[src/rtl/pipeline_sched_pkg.sv]
// Shared constants and the stage record for the (a+b)*c scheduler.
// The stage payload is sized from the package DATA_W, so override both together.
package pipeline_sched_pkg;

    localparam int unsigned DATA_W    = 8;
    localparam int unsigned RES_W     = 16;
    localparam int unsigned LATENCY   = 3;
    localparam int unsigned TAG_W     = 3;
    localparam int unsigned PAYLOAD_W = 3 * DATA_W;

    typedef struct packed {
        logic                 valid;
        logic [TAG_W-1:0]     tag;
        logic [PAYLOAD_W-1:0] payload;
    } stage_t;

endpackage

[src/rtl/add_mul_stages.sv]
// Three-stage (a+b)*c datapath carrying a valid/tag sideband; hold_i freezes every stage.
module add_mul_stages
    import pipeline_sched_pkg::TAG_W, pipeline_sched_pkg::PAYLOAD_W, pipeline_sched_pkg::stage_t;
#(
    parameter int unsigned DATA_W = pipeline_sched_pkg::DATA_W
) (
    input  logic                  clk,
    input  logic                  rst,
    input  logic                  hold_i,
    input  logic                  in_valid_i,
    input  logic [TAG_W-1:0]      in_tag_i,
    input  logic [DATA_W-1:0]     in_a_i,
    input  logic [DATA_W-1:0]     in_b_i,
    input  logic [DATA_W-1:0]     in_c_i,
    output logic                  out_valid_o,
    output logic [TAG_W-1:0]      out_tag_o,
    output logic [2*DATA_W:0]     out_product_o
);

    localparam int unsigned SUM_W  = DATA_W + 1;
    localparam int unsigned PROD_W = 2 * DATA_W + 1;

    stage_t s1_q, s1_d;
    stage_t s2_q, s2_d;
    stage_t s3_q, s3_d;

    logic [DATA_W-1:0] s1_a, s1_b, s1_c, s2_c;
    logic [SUM_W-1:0]  sum_c, s2_sum;
    logic [PROD_W-1:0] prod_c;
    logic              unused_payload_hi;

    assign s1_a   = s1_q.payload[DATA_W-1:0];
    assign s1_b   = s1_q.payload[2*DATA_W-1:DATA_W];
    assign s1_c   = s1_q.payload[3*DATA_W-1:2*DATA_W];
    assign s2_sum = s2_q.payload[SUM_W-1:0];
    assign s2_c   = s2_q.payload[SUM_W+DATA_W-1:SUM_W];

    // (2^D-1+2^D-1)*(2^D-1) < 2^(2D+1), so the product never wraps in PROD_W bits
    assign sum_c  = SUM_W'(s1_a) + SUM_W'(s1_b);
    assign prod_c = PROD_W'(s2_sum) * PROD_W'(s2_c);

    assign unused_payload_hi = ^{s2_q.payload[PAYLOAD_W-1:SUM_W+DATA_W],
                                 s3_q.payload[PAYLOAD_W-1:PROD_W]};

    always_comb begin
        s1_d = s1_q;
        s2_d = s2_q;
        s3_d = s3_q;
        if (!hold_i) begin
            s1_d.valid   = in_valid_i;
            s1_d.tag     = in_tag_i;
            s1_d.payload = PAYLOAD_W'({in_c_i, in_b_i, in_a_i});
            s2_d.valid   = s1_q.valid;
            s2_d.tag     = s1_q.tag;
            s2_d.payload = PAYLOAD_W'({s1_c, sum_c});
            s3_d.valid   = s2_q.valid;
            s3_d.tag     = s2_q.tag;
            s3_d.payload = PAYLOAD_W'(prod_c);
        end
    end

    always_ff @(posedge clk or posedge rst) begin
        if (rst) begin
            s1_q <= '0;
            s2_q <= '0;
            s3_q <= '0;
        end else begin
            s1_q <= s1_d;
            s2_q <= s2_d;
            s3_q <= s3_d;
        end
    end

    assign out_valid_o   = s3_q.valid;
    assign out_tag_o     = s3_q.tag;
    assign out_product_o = s3_q.payload[PROD_W-1:0];

endmodule

[src/rtl/pipeline_scheduler.sv]
// Round-robin arbiter feeding a shared (a+b)*c pipeline; results return tagged to their owner.
module pipeline_scheduler
    import pipeline_sched_pkg::TAG_W, pipeline_sched_pkg::LATENCY;
#(
    parameter int unsigned NUM_REQ = 3,
    parameter int unsigned DATA_W  = pipeline_sched_pkg::DATA_W,
    parameter int unsigned RES_W   = pipeline_sched_pkg::RES_W
) (
    input  logic                      clk,
    input  logic                      reset,
    input  logic                      pause,
    input  logic [NUM_REQ-1:0]        req_valid,
    input  logic [NUM_REQ*DATA_W-1:0] req_a,
    input  logic [NUM_REQ*DATA_W-1:0] req_b,
    input  logic [NUM_REQ*DATA_W-1:0] req_c,
    output logic [NUM_REQ-1:0]        req_ready,
    output logic [NUM_REQ-1:0]        resp_valid,
    output logic [RES_W-1:0]          resp_result,
    output logic                      resp_overflow,
    output logic                      busy
);

    localparam int unsigned IDX_W  = $clog2(NUM_REQ);
    localparam int unsigned PROD_W = 2 * DATA_W + 1;
    localparam int unsigned CNT_W  = $clog2(LATENCY + 1);

    logic [IDX_W-1:0]  last_grant_q, last_grant_d;
    logic [IDX_W-1:0]  grant_idx_c, cand;
    logic              found_c, accept_c, retire_c;
    logic [CNT_W-1:0]  in_flight_q, in_flight_d;
    logic              busy_q;
    logic [DATA_W-1:0] sel_a, sel_b, sel_c;
    logic              s3_valid;
    logic [TAG_W-1:0]  s3_tag;
    logic [PROD_W-1:0] s3_product;

    // Rotating-priority search starting just after the last granted requester
    always_comb begin
        found_c     = 1'b0;
        grant_idx_c = last_grant_q;
        cand        = '0;
        for (int unsigned off = 1; off <= NUM_REQ; off++) begin
            cand = IDX_W'((32'(last_grant_q) + off) % NUM_REQ);
            if (!found_c && req_valid[cand]) begin
                found_c     = 1'b1;
                grant_idx_c = cand;
            end
        end
    end

    always_comb begin
        req_ready = '0;
        if (found_c && !pause && !reset) begin
            req_ready[grant_idx_c] = 1'b1;
        end
    end

    assign accept_c = |req_ready;
    assign retire_c = s3_valid && !pause;

    always_comb begin
        sel_a = '0;
        sel_b = '0;
        sel_c = '0;
        for (int unsigned i = 0; i < NUM_REQ; i++) begin
            if (grant_idx_c == IDX_W'(i)) begin
                sel_a = req_a[i*DATA_W +: DATA_W];
                sel_b = req_b[i*DATA_W +: DATA_W];
                sel_c = req_c[i*DATA_W +: DATA_W];
            end
        end
    end

    add_mul_stages #(
        .DATA_W (DATA_W)
    ) u_stages (
        .clk           (clk),
        .rst           (reset),
        .hold_i        (pause),
        .in_valid_i    (accept_c),
        .in_tag_i      (TAG_W'(grant_idx_c)),
        .in_a_i        (sel_a),
        .in_b_i        (sel_b),
        .in_c_i        (sel_c),
        .out_valid_o   (s3_valid),
        .out_tag_o     (s3_tag),
        .out_product_o (s3_product)
    );

    always_comb begin
        last_grant_d = accept_c ? grant_idx_c : last_grant_q;
        in_flight_d  = in_flight_q;
        if (accept_c && !retire_c) begin
            in_flight_d = in_flight_q + CNT_W'(1);
        end else if (!accept_c && retire_c) begin
            in_flight_d = in_flight_q - CNT_W'(1);
        end
    end

    // last_grant resets to the top index so requester 0 wins the first search
    always_ff @(posedge clk or posedge reset) begin
        if (reset) begin
            last_grant_q <= IDX_W'(NUM_REQ - 1);
            in_flight_q  <= '0;
            busy_q       <= 1'b0;
        end else begin
            last_grant_q <= last_grant_d;
            in_flight_q  <= in_flight_d;
            busy_q       <= (in_flight_d != '0);
        end
    end

    always_comb begin
        resp_valid = '0;
        for (int unsigned i = 0; i < NUM_REQ; i++) begin
            resp_valid[i] = s3_valid && !pause && (s3_tag == TAG_W'(i));
        end
        resp_result   = s3_product[RES_W-1:0];
        resp_overflow = |s3_product[PROD_W-1:RES_W];
    end

    assign busy = busy_q;

endmodule

[config.mk]
export PLATFORM = sky130hd
export DESIGN_NAME = pipeline_scheduler
export DESIGN_NICKNAME = d
export VERILOG_FILES = /design/src/rtl/pipeline_sched_pkg.sv /design/src/rtl/add_mul_stages.sv /design/src/rtl/pipeline_scheduler.sv
export SDC_FILE = /design/constraint.sdc
export NUM_CORES = 1
export LEC_CHECK = 0
export ABC_AREA = 1
export ABC_CLOCK_PERIOD_IN_PS = 3950
export CAP_MARGIN = 20
export CORE_ASPECT_RATIO = 0.8
export CORE_UTILIZATION = 38
export CTS_CLUSTER_DIAMETER = 200
export DETAILED_ROUTE_END_ITERATION = 7
export SLEW_MARGIN = 5
export SYNTH_ARGS = -nofsm -noshare
export SYNTH_HDL_FRONTEND = slang
export SYNTH_SLANG_ARGS = --single-unit
[constraint.sdc]
create_clock -name clk -period 3.95 [get_ports clk]
set_input_delay 0.79 -clock clk [delete_from_list [all_inputs] [get_ports clk]]
set_output_delay 0.79 -clock clk [all_outputs]
set_load 0.005 [all_outputs]
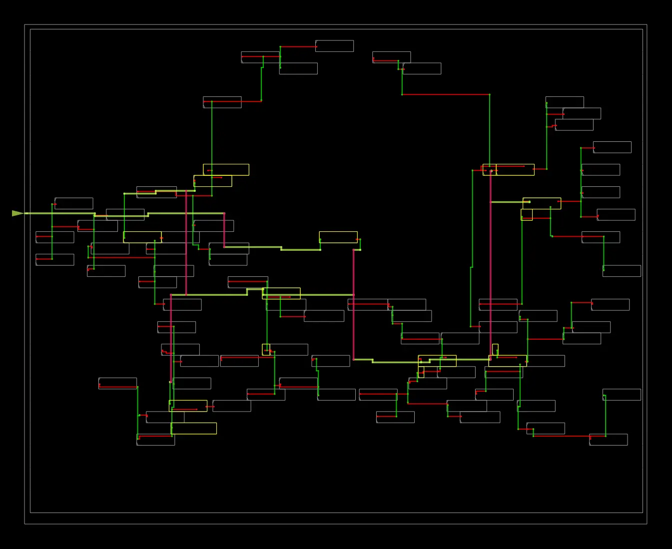
final_clocks.png
Final Skew: 6.497 ps
clock buffer count: 11

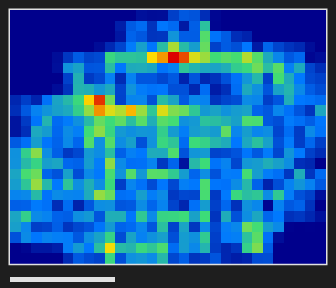
wire_density.png
Bar = 50 um. The die is cut into 30 by 24 equal tiles; dark blue is low, red is high, scaled to the fullest tile. Values are wire area over tile area, all layers added.
tiles over half the peak: 8.5%
emptiest ninth of the die: top left
mean over tiles: 0.14
Wirelength per Cell: 12.54 um
final WL: 16,560 um

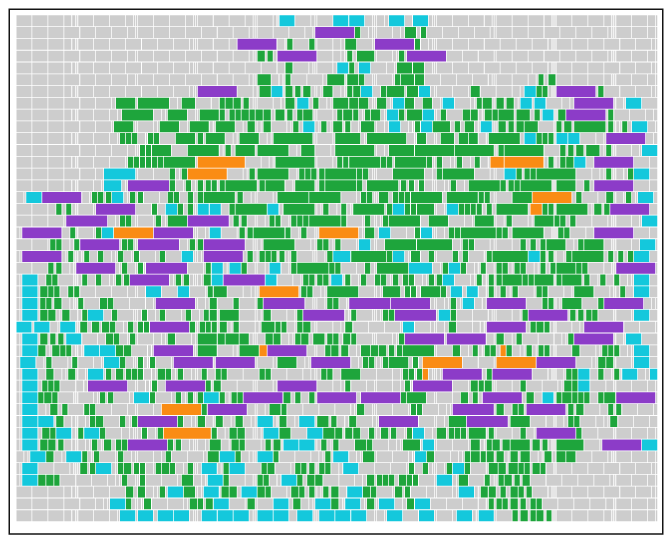
cell_classes.png
Fill, decap, tap and diode cells in grey.
| class | colour | cells | share of their area |
|---|---|---|---|
| clock drivers and dummy loads | orange | 16 | 3.7% |
| flops | purple | 72 | 21% |
| all other logic | green | 843 | 57% |
| other buffers and delay cells | cyan | 164 | 18% |
design area: 0.008833 mm^2
core footprint: 0.01732 mm^2
Seq/total area: 0.2058
fin util: 0.5099
site row count: 43

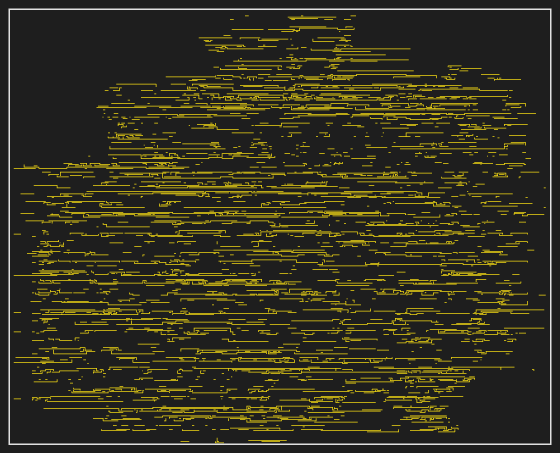
met1.png
share of all routed wire: 49%
wire length on this layer: 8,160 um
GR Util met1: 0.2791
routed vias: 6,143

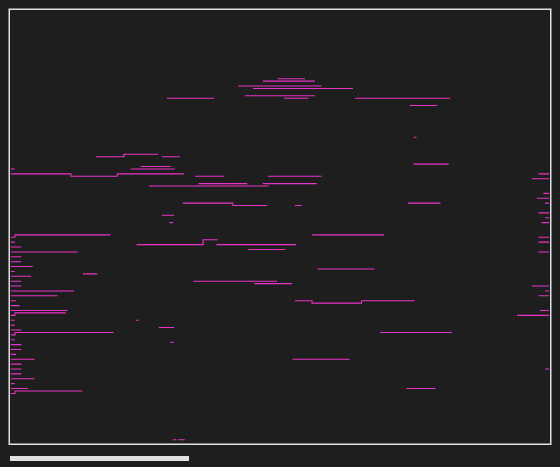
met3.png
Bar = 50 um.
share of all routed wire: 5.1%
main direction: horizontal
wire length on this layer: 847 um
longest straight run: 33.1 um
nets with wire on the layer: 80
met3 global-route usage: 0.03698

## cell families (layout without fill, tap and decap cells)
kind of cell	after synthesis	in the layout
simple gates	463	463
buf+inv	248	381
fa+ha+maj	90	90
compound gates	83	83
flops	72	72
xor+xnor	6	6
## per-layer routing
layer	global-route usage	wire length, um	share of wire
met1	0.2791	8161	0.49
met2	0.3157	7348	0.44
met3	0.03698	846	0.051
met4	0.04672	200	0.012
met5	0	0	0
## cell type report
cell class | count | area, um^2 | area share
clock buffers | 11 | 232.7 | 0.02635
clock inverters | 5 | 81.33 | 0.009207
inverters | 201 | 754.5 | 0.08541
multi-input cells | 642 | 4159 | 0.4708
flip-flops and latches | 72 | 1818 | 0.2058
well taps | 225 | 281.5 | 0.03187
repair buffers | 164 | 1506 | 0.1705
==> flow_summary.json <==
{
  "grt_overflow": 0,
  "cts_hold_buf": 0,
  "max_freq_mhz": 255.1,
  "largest_reg_flops": 17,
  "synth.distinct_cells": 35,
  "layout_setup_ws_ps": 29.40,
  "hold_end": "u_stages.s2_c[0]",
  "async_flop_share": 1.000,
  "htree_num_levels": 3,
  "ys.flops": 72,
  "common_cells": "nand2_1 (323), inv_1 (194), nand3_1 (80), dfrtp_1 (71), ha_1 (47)",
  "path_buffers": 5,
  "numCtsBuffers": 9,
  "drt-initial-drc-count": 236,
  "cp_data_arrival_time_ps": 4210,
  "cp.depth": 19,
  "grt_antenna_before_repair": 0,
  "grt_usage": 0.1991,
  "crit_end": "u_stages.out_product_o[12]",
  "portBuffers": 101,
  "drive_gt1_frac": 0.1525,
  "reg2reg_slack_ps": 30,
  "nets": 1258,
  "ys_top_logic_family": "simple AND/OR/NAND/NOR gates",
  "ys_area_mm2": 0.006705,
  "worst-r2r-cell-count": 19,
  "layout.cells.most_common_list": "nand2_1 (307), inv_1 (182), clkdlybuf4s50_1 (100), nand3_1 (77)",
  "cts_tree": "built",
  "hold_path.class": "reg -> reg",
  "synth.area.mux_share": 0,
  "largest_area_cell": "dfrtp_1",
  "chip_area_mm2": 0.01818,
  "flop_cell": "dfrtp_1",
  "dpl_worst_slack_ps": -157.0,
  "dp_cells": 1295,
  "instances_no_fill": 1320,
  "cts_setup_buffers": 6,
  "clk_pin_slew_worst_paths_ps": 60,
  "maxCapViolations": 0,
  "xor_area_frac": 0.007837,
  "warning_count": 28,
  "startpoint": "u_stages.s2_c[2]",
  "ys_warn_count": 0,
  "area_leaders": "dfrtp_1 (26%), nand2_1 (18%), fa_1 (13%)",
  "slowest_delay_ps": 560,
  "mostFrequentLayoutCell": "nand2_1",
  "worstSetupEndpointType": "register",
  "clock_sinks": 72,
  "cts-root-buf": "clkbuf_16",
  "grt_pass1_wl_um": 28620,
  "status": "finished, final reports clean",
  "hold_ws_ps": 469.1,
  "dp_hpwl_um": 12220,
  "grt_pass1_vias": 6098,
  "min_period_over_period": 0.9926,
  "drv_slew": 0,
  "hold_depth": 2,
  "netlist_area_mm2": 0.006705,
  "crit_family": "adder cells",
  "io_pins": 102,
  "slew_headroom": 0.3739,
  "crit_chain": "buf_12 -> buf_8 -> nand2_4 -> inv_2 -> fa_2 -> fa_1 -> fa_1 -> inv_2 -> fa_1 -> inv_2 -> ha_4 -> nand2_2 -> nand2_2 -> a21oi_4 -> nand2_2 -> a21boi_2 -> or2_4 -> nand3_2 -> nand2_1",
  "setup_viol_count_final": 0,
  "antenna_left": 0,
  "critical_path_class": "reg -> reg",
  "diodes": 0,
  "fill_cells": 1777,
  "clockBufferDepth": 2,
  "cts_resized": 31,
  "firstDrtPassIters": 5,
  "cp_max_fo": 5,
  "ys_sh_adder": 0.2161,
  "critPathRequiredTime_ps": 4240,
  "edf_count": 0,
  "worst_path_max_delay_cell": "fa_1",
  "ys_seq_share": 0.2689,
  "floorplan.core_util": 0.3870,
  "place.gp.congestion": 0.8711,
  "grt_max_degree": 74,
  "synth_stat.cells": 962,
  "synth_nets": 1130,
  "synthAoiAreaFrac": 0.06587,
  "ys_sh_simple": 0.2926,
  "rr_startpoint": "u_stages.s2_c[2]",
  "top_cell": "nand2_1",
  "worstHoldStart": "u_stages.s1_c[0]",
  "final.setup.tns_ps": 0,
  "syn_inst": 962,
  "syn-mean-instance-area_um2": 6.970,
  "insertion_delay_ps": 340,
  "worst_pin_slew_ps": 939.2,
  "reg2reg_to": "u_stages.out_product_o[12]",
  "rsz0062_at_grt": "true",
  "fin_crit_ps": 3921,
  "vias_per_cell": 4.654,
  "start_kind": "register",
  "hold_viol": 0,
  "top_cell_area_share": 0.2650,
  "area_growth_pct": 31.74,
  "drc_errors": 0,
  "placed_cell_area_mm2": 0.008197,
  "die-width_um": 150.5,
  "fp.dieH_um": 120.8
}
